`src/rtl/carfield_regbus_tmo_demux.sv`:
```
// -----------------------------------------------------------------------------
// carfield_regbus_tmo_demux
//
// Register-bus demultiplexer with a per-access timeout. It accepts one register
// request at a time from the host bridge and decodes it against four 4 KiB
// regions:
//   index 0  PCRS      0x2001_0000  (always enabled)
//   index 1  PLL       0x2002_0000  (PllCfgEnable)
//   index 2  padframe  0x200A_0000  (PadframeCfgEnable)
//   index 3  L2 ECC    0x200B_0000  (L2EccCfgEnable)
// The access is forwarded to exactly one target, and a response is returned to
// the host. Decode misses return 0xBADC_AB1E with the error flag set.
//
// Optional feature: when the macro CARFIELD_REGBUS_TMO_EN is defined, a 16-bit
// counter ends an access that the target has held off for TimeoutCycles cycles.
// That access returns 0xDEAD_BEEF with the error flag set. When the macro is
// not defined, an access waits indefinitely for slv_ready_i.
//
// Ports
//   clk_i, rst_i       clock and synchronous active-high reset
//   req_*              host request channel (valid/ready, addr, write, wdata, wstrb)
//   rsp_*              host response channel (valid/ready, rdata, error)
//   slv_valid_o        one-hot target request
//   slv_ready_i        per-target completion; rdata and error valid in the same cycle
//   slv_addr_o         offset within the 4 KiB region
//   slv_write_o, slv_wdata_o, slv_wstrb_o   latched write attributes
//   slv_rdata_i, slv_error_i                per-target read data and error
// -----------------------------------------------------------------------------
module carfield_regbus_tmo_demux #(
  parameter bit          PllCfgEnable      = 1'b1,
  parameter bit          PadframeCfgEnable = 1'b1,
  parameter bit          L2EccCfgEnable    = 1'b1,
  parameter int unsigned TimeoutCycles     = 256
) (
  input  logic             clk_i,
  input  logic             rst_i,
  input  logic             req_valid_i,
  output logic             req_ready_o,
  input  logic [31:0]      req_addr_i,
  input  logic             req_write_i,
  input  logic [31:0]      req_wdata_i,
  input  logic [3:0]       req_wstrb_i,
  output logic             rsp_valid_o,
  input  logic             rsp_ready_i,
  output logic [31:0]      rsp_rdata_o,
  output logic             rsp_error_o,
  output logic [3:0]       slv_valid_o,
  input  logic [3:0]       slv_ready_i,
  output logic [11:0]      slv_addr_o,
  output logic             slv_write_o,
  output logic [31:0]      slv_wdata_o,
  output logic [3:0]       slv_wstrb_o,
  input  logic [3:0][31:0] slv_rdata_i,
  input  logic [3:0]       slv_error_i
);

  localparam logic [19:0] PcrsBase     = 20'h2001_0;
  localparam logic [19:0] PllBase      = 20'h2002_0;
  localparam logic [19:0] PadframeBase = 20'h200A_0;
  localparam logic [19:0] L2EccBase    = 20'h200B_0;

  localparam logic [31:0] DecodeErrData  = 32'hBADC_AB1E;
  localparam logic [31:0] TimeoutErrData = 32'hDEAD_BEEF;

  // A timeout window shorter than two cycles, or one that does not fit the
  // 16-bit counter, is a configuration error.
  if (TimeoutCycles < 2 || TimeoutCycles > 65535) begin : g_bad_timeout
    $error("carfield_regbus_tmo_demux: TimeoutCycles must be within 2..65535");
  end

  typedef enum logic [1:0] {
    IDLE,
    ACCESS,
    RESP
  } state_e;

  state_e     state_q;
  logic [1:0] target_q;

`ifdef CARFIELD_REGBUS_TMO_EN
  // The counter reaches this value during the last cycle a target may hold off.
  localparam logic [15:0] TmoLast = 16'(TimeoutCycles - 1);
  logic [15:0] tmo_cnt_q;
`endif

  // ---------------------------------------------------------------------------
  // Address decode of the incoming request
  // ---------------------------------------------------------------------------
  logic       dec_hit;
  logic [1:0] dec_idx;

  // NOTE: every signal is given a default before the if-chain. This prevents
  // a path from leaving the signal unassigned and inferring a latch.
  always_comb begin
    dec_hit = 1'b0;
    dec_idx = 2'd0;
    if (req_addr_i[31:12] == PcrsBase) begin
      dec_hit = 1'b1;
      dec_idx = 2'd0;
    end else if (PllCfgEnable && req_addr_i[31:12] == PllBase) begin
      dec_hit = 1'b1;
      dec_idx = 2'd1;
    end else if (PadframeCfgEnable && req_addr_i[31:12] == PadframeBase) begin
      dec_hit = 1'b1;
      dec_idx = 2'd2;
    end else if (L2EccCfgEnable && req_addr_i[31:12] == L2EccBase) begin
      dec_hit = 1'b1;
      dec_idx = 2'd3;
    end
  end

  // The host may hand over a request only in IDLE, and never while reset is held.
  assign req_ready_o = (state_q == IDLE) && !rst_i;

  // ---------------------------------------------------------------------------
  // Control FSM with registered outputs
  // ---------------------------------------------------------------------------
  // NOTE: sequential state uses non-blocking assignments only. All registers
  // therefore update together at the edge, regardless of statement order.
  always_ff @(posedge clk_i) begin
    if (rst_i) begin
      state_q     <= IDLE;
      target_q    <= 2'd0;
      rsp_valid_o <= 1'b0;
      rsp_rdata_o <= '0;
      rsp_error_o <= 1'b0;
      slv_valid_o <= '0;
      slv_addr_o  <= '0;
      slv_write_o <= 1'b0;
      slv_wdata_o <= '0;
      slv_wstrb_o <= '0;
`ifdef CARFIELD_REGBUS_TMO_EN
      tmo_cnt_q   <= '0;
`endif
    end else begin
      unique case (state_q)
        IDLE: begin
          if (req_valid_i) begin
            slv_addr_o  <= req_addr_i[11:0];
            slv_write_o <= req_write_i;
            slv_wdata_o <= req_wdata_i;
            slv_wstrb_o <= req_wstrb_i;
            target_q    <= dec_idx;
            if (dec_hit) begin
              slv_valid_o <= 4'b0001 << dec_idx;
              state_q     <= ACCESS;
`ifdef CARFIELD_REGBUS_TMO_EN
              tmo_cnt_q   <= '0;
`endif
            end else begin
              rsp_valid_o <= 1'b1;
              rsp_rdata_o <= DecodeErrData;
              rsp_error_o <= 1'b1;
              state_q     <= RESP;
            end
          end
        end

        ACCESS: begin
          // Only the selected target's ready matters. If ready and timeout
          // occur in the same cycle, ready is checked first and wins.
          if (slv_ready_i[target_q]) begin
            slv_valid_o <= '0;
            rsp_valid_o <= 1'b1;
            rsp_rdata_o <= slv_rdata_i[target_q];
            rsp_error_o <= slv_error_i[target_q];
            state_q     <= RESP;
          end
`ifdef CARFIELD_REGBUS_TMO_EN
          else if (tmo_cnt_q == TmoLast) begin
            slv_valid_o <= '0;
            rsp_valid_o <= 1'b1;
            rsp_rdata_o <= TimeoutErrData;
            rsp_error_o <= 1'b1;
            state_q     <= RESP;
          end else begin
            tmo_cnt_q   <= tmo_cnt_q + 16'd1;
          end
`endif
        end

        RESP: begin
          if (rsp_ready_i) begin
            rsp_valid_o <= 1'b0;
            state_q     <= IDLE;
          end
        end

        default: state_q <= IDLE;
      endcase
    end
  end

endmodule

```
`config.mk`:
```
export PLATFORM = sky130hd
export DESIGN_NAME = carfield_regbus_tmo_demux
export DESIGN_NICKNAME = d
export VERILOG_FILES = /design/src/rtl/carfield_regbus_tmo_demux.sv
export SDC_FILE = /design/constraint.sdc
export NUM_CORES = 1
export LEC_CHECK = 0
export CAP_MARGIN = 5
export CORE_AREA = 2 2 115 117
export CTS_BUF_LIST = sky130_fd_sc_hd__clkbuf_16
export CTS_CLUSTER_SIZE = 8
export DETAILED_ROUTE_END_ITERATION = 6
export DIE_AREA = 0 0 117 119
export PLACE_DENSITY_LB_ADDON = 0.1
export SLEW_MARGIN = 0
export SYNTH_ARGS = -nofsm -noshare
export SYNTH_HDL_FRONTEND = slang
export SYNTH_SLANG_ARGS = --single-unit
```
`constraint.sdc`:
```
create_clock -name clk_i -period 4.3 [get_ports clk_i]
set_input_delay 0.86 -clock clk_i [delete_from_list [all_inputs] [get_ports clk_i]]
set_output_delay 0.86 -clock clk_i [all_outputs]
set_load 0.01 [all_outputs]
```
Fig. 1: run 1, drive-strength map
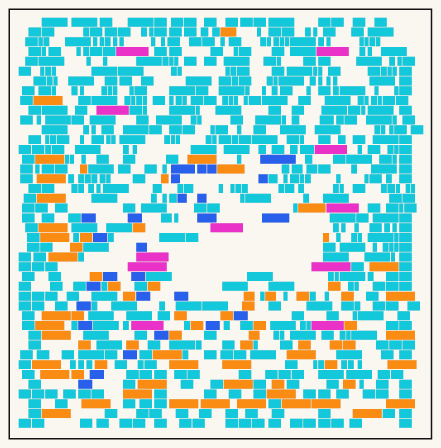
legend:
  cyan:
    size: x1 and smaller
    cells: 630
    most_used: clkdlybuf4s50_1
  magenta:
    size: x6 and larger
    cells: 11
    most_used: clkbuf_16
  orange:
    size: x2
    cells: 72
    most_used: mux4_2
  blue:
    size: x3 and x4
    cells: 27
    most_used: nor2_4
setup slack after layout: 1.55 ns
Non-clk bufs: 301
cell area after layout: 0.00785 mm²
Synth-to-Final Area Change: 73.0%

Fig. 2: run 1, ports around the boundary
Bar = 20 µm. Pins as bars across the die edge, other pins in grey.
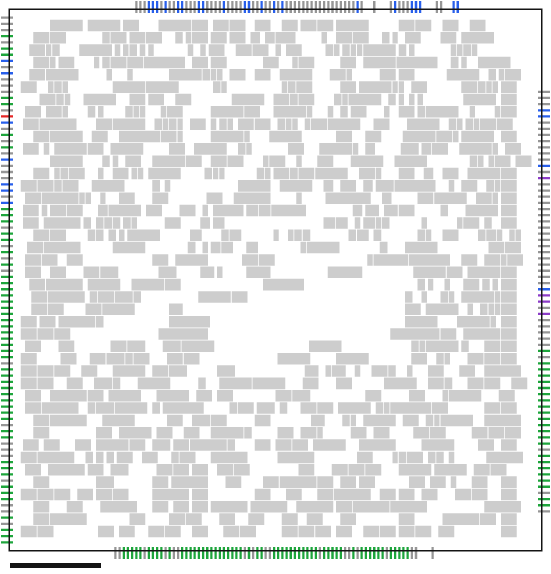
legend:
  purple:
    port: slv_wstrb_o
    pins: 4
    direction: output
    edge: right
  red:
    port: req_ready_o
    pins: 1
    direction: output
    edge: left
  blue:
    port: slv_wdata_o
    pins: 32
    direction: output
    edge: 21 top, 7 left, 4 right
  green:
    port: slv_rdata_i
    pins: 128
    direction: input
    edge: 56 bottom, 49 left, 23 right
die width: 117 µm
PortBufs: 296

==> flow_summary.toml, run 1 <==
# implementation run metrics
[synth]
yosys.stat.chipArea_mm2 = 0.00453
ys_sh_aoi_pct = 9.58
edf_count = 0
mux_area_share_pct = 17.8
logic_family = "simple AND/OR/NAND/NOR gates"
syn_area_mm2 = 0.00453
top_cell = "nand2_1"
synth.top_cells.by_count = "nand2_1, dfxtp_1, a21oi_1"
area_leaders = "dfxtp_1, mux4_2, nand2_1, a21oi_1, nor2_4"
flop_cell = "dfxtp_1"

[clock_tree]
hold_buffers = 0
clock-root-buffer = "clkbuf_16"
htreeDepth = 3
cts.sinks = 91
cts_buffers = 9
cts_buffer_depth = 2
clk_pin_slew_ns = 0.06

[critical_path]
worstPathArrival_ns = 3.01
start_kind = "input port"
worst-path-max-fanout = 34
worstRegToRegCells = 5
critPathCaptureType = "register"
r2r_start = "state_q[0]"
crit_buf_inv = 1
critPathLaunch = "req_addr_i[19]"
path_depth = 6
reg2reg_slack_ns = 1.66
required_ns = 4.56
cpMaxStageDelayCell = "o41a_4"

[detailed_routing]
wirelength_um = 14900
wl_per_cell_um = 16.3
route.detailed.drc = 0
met1Wirelength_um = 5770
vias_per_cell = 4.89

[sta]
period_used_pct = 63.8
min_period_ns = 2.75
setup_viol = 0
maxSlewViolCount = 0
whs_ns = 0.453
skew_ns = 0.00525

[grt]
top_usage_layer = "met2"
gr-usage-met1_pct = 23.7
grt_pass1_wl_um = 23100
grt_util_all_layers_pct = 21.5
grt_overflow = 0

[layout]
comb_share_pct = 31.7
nonClockInverterCount = 1
n_clock_buffer = 9
final_cell_count_no_fill = 916
seq_area_share_pct = 23.3
top_regs = "rsp_rdata_o (32), slv_wdata_o (32), slv_addr_o (12)"
insertedDiodeCount = 0
logic_gate_count = 331
buffer_area_share_pct = 38.2
drive_gt1_share_pct = 14.9
seq_cells = 91
fin_nets = 944

[power]
p_comb_uw = 485
p_leak_uw = 0.00266
internal_power_uw = 1700
ir_drop_mv = 0.200
pwr-share-comb_pct = 21.8
pwr-share-clk_pct = 37.0
power_leader = "registers"
seq_cell_power_uw = 921

[floorplan]
nWellTaps = 176

[place]
dpl_cell_area_mm2 = 0.00753
hpwlAfterDp_um = 11100

[worst_hold_path]
holdPathEnd = "slv_wdata_o[29]"

[outcome]
outcome = "finished, final reports clean"
Fig. 3: run 1, placement density heat map
The die is cut into 12 by 12 equal tiles; white is low, dark blue is high, 0 to 100% covered.
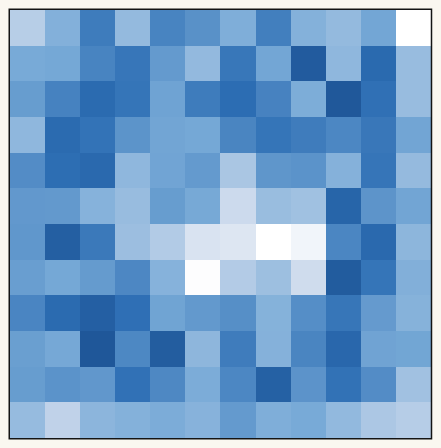
tiles over 75% full: 13%
emptiest ninth of the die: middle
mean over tiles: 55%
core area: 0.0129 mm²
floorplan utilization: 35.2%
fin util: 60.9%

Fig. 4: run 1, layout detail
Window x 78 to 98, y 79 to 99 µm. Cells in grey, sequential cells in the stronger grey; small squares are vias.
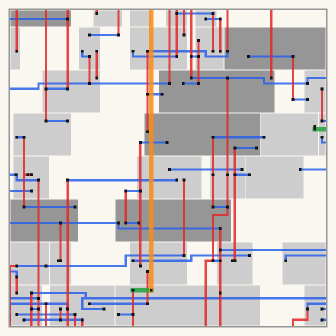

==> run 1 -> run 2 <==
--- a/config.mk
+++ b/config.mk
@@ -6,11 +6,11 @@
 export NUM_CORES = 1
 export LEC_CHECK = 0
 export CAP_MARGIN = 5
-export CORE_AREA = 2 2 115 117
+export CORE_AREA = 2 2 114 116
 export CTS_BUF_LIST = sky130_fd_sc_hd__clkbuf_16
 export CTS_CLUSTER_SIZE = 8
 export DETAILED_ROUTE_END_ITERATION = 6
-export DIE_AREA = 0 0 117 119
+export DIE_AREA = 0 0 116 118
 export PLACE_DENSITY_LB_ADDON = 0.1
 export SLEW_MARGIN = 0
 export SYNTH_ARGS = -nofsm -noshare
==> constraint.sdc (replaced) <==
create_clock -name clk_i -period 2.7 [get_ports clk_i]
set_input_delay 0.54 -clock clk_i [delete_from_list [all_inputs] [get_ports clk_i]]
set_output_delay 0.54 -clock clk_i [all_outputs]
set_load 0.01 [all_outputs]
Fig. 5: run 2, layout detail
Window x 77 to 97, y 78 to 98 µm. Cells in grey, sequential cells in the stronger grey; small squares are vias.
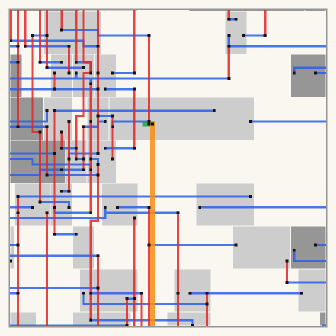
legend:
  orange:
    layer: M4
  blue:
    layer: M1
  red:
    layer: M2
  green:
    layer: M3
most frequent: nand2_1 (7), clkdlybuf4s50_1 (3)
cells with their middle in the window: 18
sequential cells in the window: 0

==> run 2 against run 1 <==
Against the previous run: combinational power up 63%; first-iteration DRC count down 20%; critical path depth down 4; flip-flop count unchanged; non-clock buffer count up 11; clock power up 41%; largest power group unchanged.
==> flow_summary.toml, run 2 <==
# implementation run metrics
[critical_path]
crit_buf_inv = 1
r2r_start = "state_q[0]"
required_ns = 2.16
path_depth = 2
crit_end = "req_ready_o"
reg2reg_slack_ns = 0.82
worst-path-max-fanout = 9
crit_type = "reg -> out"
reg2reg_to = "rsp_rdata_o[16]"
cp_cell_sequence = "nor3_1, clkdlybuf4s50_1"
crit_family = "buffers and inverters"
critPathCaptureType = "primary output"
critPathLaunch = "state_q[0]"
worstPathArrival_ns = 1.68
cpMaxStageDelayCell = "clkdlybuf4s50_1"
start_kind = "register"
slowest_delay_ns = 0.64
worstRegToRegCells = 6

[layout]
fin_nets = 955
seq_area_share_pct = 23.1
clk_share_pct = 3.42
largest_class = "non-clock buffers"
nonClockInverterCount = 1
syn2layout_area_growth_pct = 74.4
final_cell_count_no_fill = 923
seq_cells = 91
fill_cells = 1097
buffer_area_share_pct = 39.3
design_area_mm2 = 0.00791
final_cell_mix = "clkdlybuf4s50_1, nand2_1, dfxtp_1, a21oi_1, mux4_2"
drive_gt1_share_pct = 16.2
logic_gate_count = 331
comb_area_mm2 = 0.00249
n_clock_buffer = 9
top_regs = "rsp_rdata_o (32), slv_wdata_o (32), slv_addr_o (12)"
final_common_cell = "clkdlybuf4s50_1"
insertedDiodeCount = 0
flop_area_mm2 = 0.00182
comb_share_pct = 31.5
final_util_pct = 63.7
signal_buffers = 312

[grt]
top_usage_layer = "met2"
grt_util_all_layers_pct = 22.6
antenna_found_initial = 0
grt_overflow = 0
grt_max_degree = 66
grt_pass1_vias = 4831
grt_pass1_wl_um = 24200
grt_use_met2_pct = 40.7
gr-usage-met1_pct = 24.8

[detailed_routing]
route.detailed.drc = 0
first_iter_violations = 159
wl_met2_um = 7970
drtAntennaViolNets = 0
vias = 4549
wl_per_cell_um = 16.7
vias_per_cell = 4.93
wl_met3_um = 1390
dr.pass1.iters = 4
wirelength_um = 15400
met1Wirelength_um = 5780

[clock_tree]
hold_buffers = 0
insertion_delay_ns = 0.34
cts_buffers = 9
cts.sinks = 91
postCtsResizedCells = 0
clock-root-buffer = "clkbuf_16"
clk_pin_slew_ns = 0.07
htreeDepth = 3
cts_buffer_depth = 2
cts_tree = "yes"
cts_setup_buffers = 0

[sta]
period_used_pct = 82.4
whs_ns = 0.453
setup_slack_ns = 0.476
tightest_slew_ns = 0.873
skew_ns = 0.00914
relSlewSlack_pct = 41.8
min_period_ns = 2.22
hold_viol = 0
maxSlewViolCount = 0
tns_ns = 0
setup_viol = 0
rsz0062_at_grt = "false"

[power]
pwr-share-clk_pct = 33.9
internal_power_uw = 2540
p_comb_uw = 791
ir_drop_mv = 0.344
p_switching_uw = 873
power_leader = "registers"
p_seq_share_pct = 42.9
seq_cell_power_uw = 1470
p_leak_uw = 0.00270
p_sw_share_pct = 25.6
pwr-share-comb_pct = 23.2
total_power_uw = 3410
p_clk_uw = 1160

[synth]
edf_count = 0
mux_area_share_pct = 17.8
yosys.stat.chipArea_mm2 = 0.00453
area_leaders = "dfxtp_1, mux4_2, nand2_1, a21oi_1, nor2_4"
async_reset_ff_share_pct = 0
synth.top_cells.by_count = "nand2_1, dfxtp_1, a21oi_1"
syn_area_mm2 = 0.00453
post-synth-top-area-fraction_pct = 40.2
flop_cell = "dfxtp_1"
ys_sh_aoi_pct = 9.58
simple_gate_area_share_pct = 26.9
yosys_warnings = 0
ys_sh_adder_pct = 0
synth_flops = 91
synth_cell_types = 40
top_cell = "nand2_1"
syn_area_per_cell_um2 = 9.79
ys_cells = 463
logic_family = "simple AND/OR/NAND/NOR gates"

[floorplan]
die_w_um = 116
core-area_mm2 = 0.0124
die_h_um = 118
nWellTaps = 172
rows = 41
fp_util_pct = 36.5
ios = 297
die_area_mm2 = 0.0137

[outcome]
outcome = "finished, final reports clean"

[place]
dp.cells = 907
gp_congestion = 0.808
hpwlAfterDp_um = 11800
place_ws_ns = 0.153
dpl_cell_area_mm2 = 0.00764
port_buffers = 296

[worst_hold_path]
worst_hold_path.num_cells = 2
hp-class = "reg -> reg"
holdPathEnd = "slv_wdata_o[8]"

[job]
drv_cap = 0
Power and IR drop assume default switching activity.
